## src/rtl/hash_round_ctrl.sv

```systemverilog
// Round-sequencing controller: pulls NBLOCKS message blocks, runs 5 rounds per block, presents digest.
// Optional HASH_ROUND_CTRL_ABORT_EN adds i_abort, which returns any active hash to IDLE.
module hash_round_ctrl #(
  parameter int NBLOCKS = 2,
  parameter int BW      = (NBLOCKS > 1) ? $clog2(NBLOCKS) : 1
) (
`ifdef HASH_ROUND_CTRL_ABORT_EN
  input  logic i_abort,
`endif
  input  logic i_clk,
  input  logic i_rst,
  input  logic i_start,
  input  logic i_msg_valid,
  output logic o_msg_ready,
  output logic o_msg_ld,
  output logic o_blk_first,
  output logic o_cnt_init,
  output logic o_cnt_en,
  input  logic i_rnd_co,
  output logic o_rnd_en,
  output logic o_busy,
  output logic o_dig_valid,
  input  logic i_dig_ready
);

  typedef enum logic [1:0] {S_IDLE, S_LOAD, S_ROUND, S_OUT} state_t;

  localparam logic [BW-1:0] LAST = BW'(NBLOCKS - 1);

  state_t          r_state, w_state_nxt;
  logic [BW-1:0]   r_blk, w_blk_nxt;

  always_ff @(posedge i_clk or posedge i_rst) begin
    if (i_rst) begin
      r_state <= S_IDLE;
      r_blk   <= '0;
    end else begin
      r_state <= w_state_nxt;
      r_blk   <= w_blk_nxt;
    end
  end

  always_comb begin
    w_state_nxt = r_state;
    w_blk_nxt   = r_blk;
    o_msg_ready = 1'b0;
    o_cnt_init  = 1'b0;
    o_cnt_en    = 1'b0;
    o_rnd_en    = 1'b0;
    o_dig_valid = 1'b0;
    case (r_state)
      S_IDLE: begin
        o_cnt_init = 1'b1;
        w_blk_nxt  = '0;
        if (i_start) w_state_nxt = S_LOAD;
      end
      S_LOAD: begin
        // round counter is cleared here so the block gets counts 0..4
        o_msg_ready = 1'b1;
        o_cnt_init  = 1'b1;
        if (i_msg_valid) w_state_nxt = S_ROUND;
      end
      S_ROUND: begin
        o_rnd_en = ~i_rnd_co;
        o_cnt_en = ~i_rnd_co;
        if (i_rnd_co) begin
          if (r_blk == LAST) begin
            w_state_nxt = S_OUT;
          end else begin
            w_blk_nxt   = r_blk + 1'b1;
            w_state_nxt = S_LOAD;
          end
        end
      end
      S_OUT: begin
        o_dig_valid = 1'b1;
        if (i_dig_ready) begin
          w_state_nxt = S_IDLE;
          w_blk_nxt   = '0;
        end
      end
      default: w_state_nxt = S_IDLE;
    endcase
`ifdef HASH_ROUND_CTRL_ABORT_EN
    if (i_abort && r_state != S_IDLE) begin
      w_state_nxt = S_IDLE;
      w_blk_nxt   = '0;
    end
`endif
  end

  assign o_msg_ld    = i_msg_valid & o_msg_ready;
  assign o_busy      = (r_state != S_IDLE);
  assign o_blk_first = (r_blk == '0) && (r_state == S_LOAD || r_state == S_ROUND);

endmodule

```

## config.mk

```make
export PLATFORM = sky130hd
export DESIGN_NAME = hash_round_ctrl
export DESIGN_NICKNAME = d
export VERILOG_FILES = /design/src/rtl/hash_round_ctrl.sv
export SDC_FILE = /design/constraint.sdc
export NUM_CORES = 1
export LEC_CHECK = 0
export ABC_AREA = 1
export CORE_AREA = 2 2 39 41
export DETAILED_ROUTE_END_ITERATION = 16
export DIE_AREA = 0 0 41 43
export MAX_ROUTING_LAYER = met4
export PLACE_DENSITY = 0.62
export SYNTH_ARGS = -nofsm -noshare
export SYNTH_HDL_FRONTEND = slang
export SYNTH_SLANG_ARGS = --single-unit
```

## constraint.sdc

```tcl
create_clock -name i_clk -period 1.2 [get_ports i_clk]
set_clock_uncertainty 0.2 [all_clocks]
set_input_delay 0.18 -clock i_clk [delete_from_list [all_inputs] [get_ports i_clk]]
set_output_delay 0.18 -clock i_clk [all_outputs]
set_load 0.01 [all_outputs]
```

==> ci_impl_report.md <==
## Implementation flow summary

| Metric | Value |
|---|---|
| Max Slew Vio Count | `0` |
| Top post-synthesis cells by count | `inv_1, nand2_1, ha_1` |
| R2r endpoint | `r_state[0]` |
| Min Tclk post-route | `roughly 1.5 ns` |
| Nets | `82` |
| Most common logic cells in the final layout | `buf_6, buf_4, nand2_1` |
| Crit path capture type | `output pin` |
| Met3 routed WL | `30 µm` |
| Setup WS post-layout | `-0.322 ns` |
| # setup viols final | `11` |
| Reg clk slew, reported paths | `0.04 ns` |
| Pin count of the biggest net entering global routing | `6` |
| Setup bufs post-CTS | `2` |
| Reg power frac | `0.115` |
| Sw frac | `0.412` |
| Cell Area, Synth | `307 µm²` |
| #MultiIn Comb | `27` |
| Tool warnings | `33` |
| Die W | `41 µm` |
| Area leader, netlist | `dfrtp_1` |
| FP Util | `0.222` |
| Post-route ant nets | `0` |
| Layout non-clock buf frac | `0.348` |
| Power share of the clock group | `0.099` |
| Reg area | `76.3 µm²` |
| Global-route wire length before repair | `between 1000 and 1500 µm` |
| Worst hold-check path type | `flip-flop to flip-flop` |
| Port bufs | `13` |
| TritonCTS clock tree | `yes` |
| Hold_buf cts | `1` |
| CP required | `0.82 ns` |
| Nonclk inv count | `12` |
| Dpl cell area | `556 µm²` |
| Logic share of the area | `0.393` |
| Violated checks | `setup timing` |
| Setup repair after global routing missed its margin | `yes` |
| Status | `complete, but fails checks` |
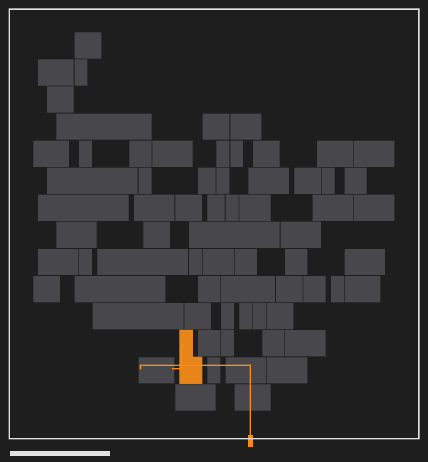
*Nets reached from selected ports*
Scale bar: 10 µm.
| port | colour | direction | end cells | buffers | wire |
|---|---|---|---|---|---|
| i_msg_valid | orange | input | 2 | 1 | 21.8 µm |

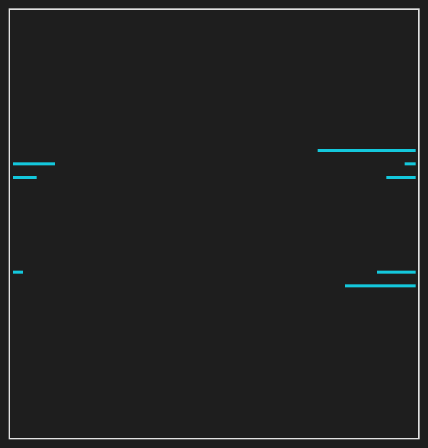
*M3 wires*
main direction: horizontal
wire length on this layer: 30.0 µm
longest straight run: 9.50 µm
share of all routed wire: 4.3%
nets with wire on the layer: 8
Total Wirelength: 696 µm
vias post-DR: 337
GRT met3 Usage: 0.0314

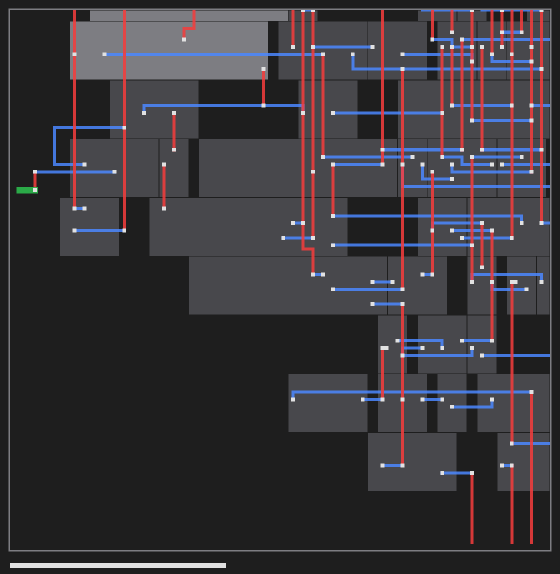
*A small window of the routed layout*
Scale bar: 10 µm. Window x 0 to 25, y 0 to 25 µm. Cells in grey, sequential cells in the stronger grey; small squares are vias.
| layer | colour |
|---|---|
| met1 | blue |
| met2 | red |
| met3 | green |
most frequent: ha_4 (4), buf_6 (4)
sequential cells in the window: 1
cells with their middle in the window: 32
netlist names of flops here include: r_blk (1)

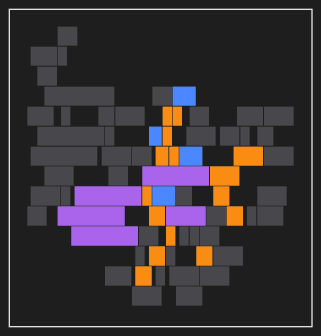
*Logic cells by family*
| family | colour | cells | most used |
|---|---|---|---|
| inverting AOI/OAI gates | blue | 4 | o21ai_2 |
| adder and majority cells | purple | 5 | ha_4 |
| NAND gates | orange | 15 | nand2_1 |

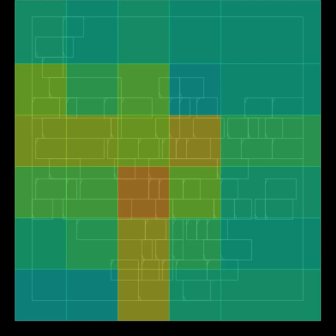
*Routing congestion map*
wire per inst: 8.09 µm
gr busiest metal: met2
All-Layer GR Usage: 0.108
met2 Usage GRT: 0.147
final core occ: 0.483

Power is estimated from default activity; no workload was simulated.
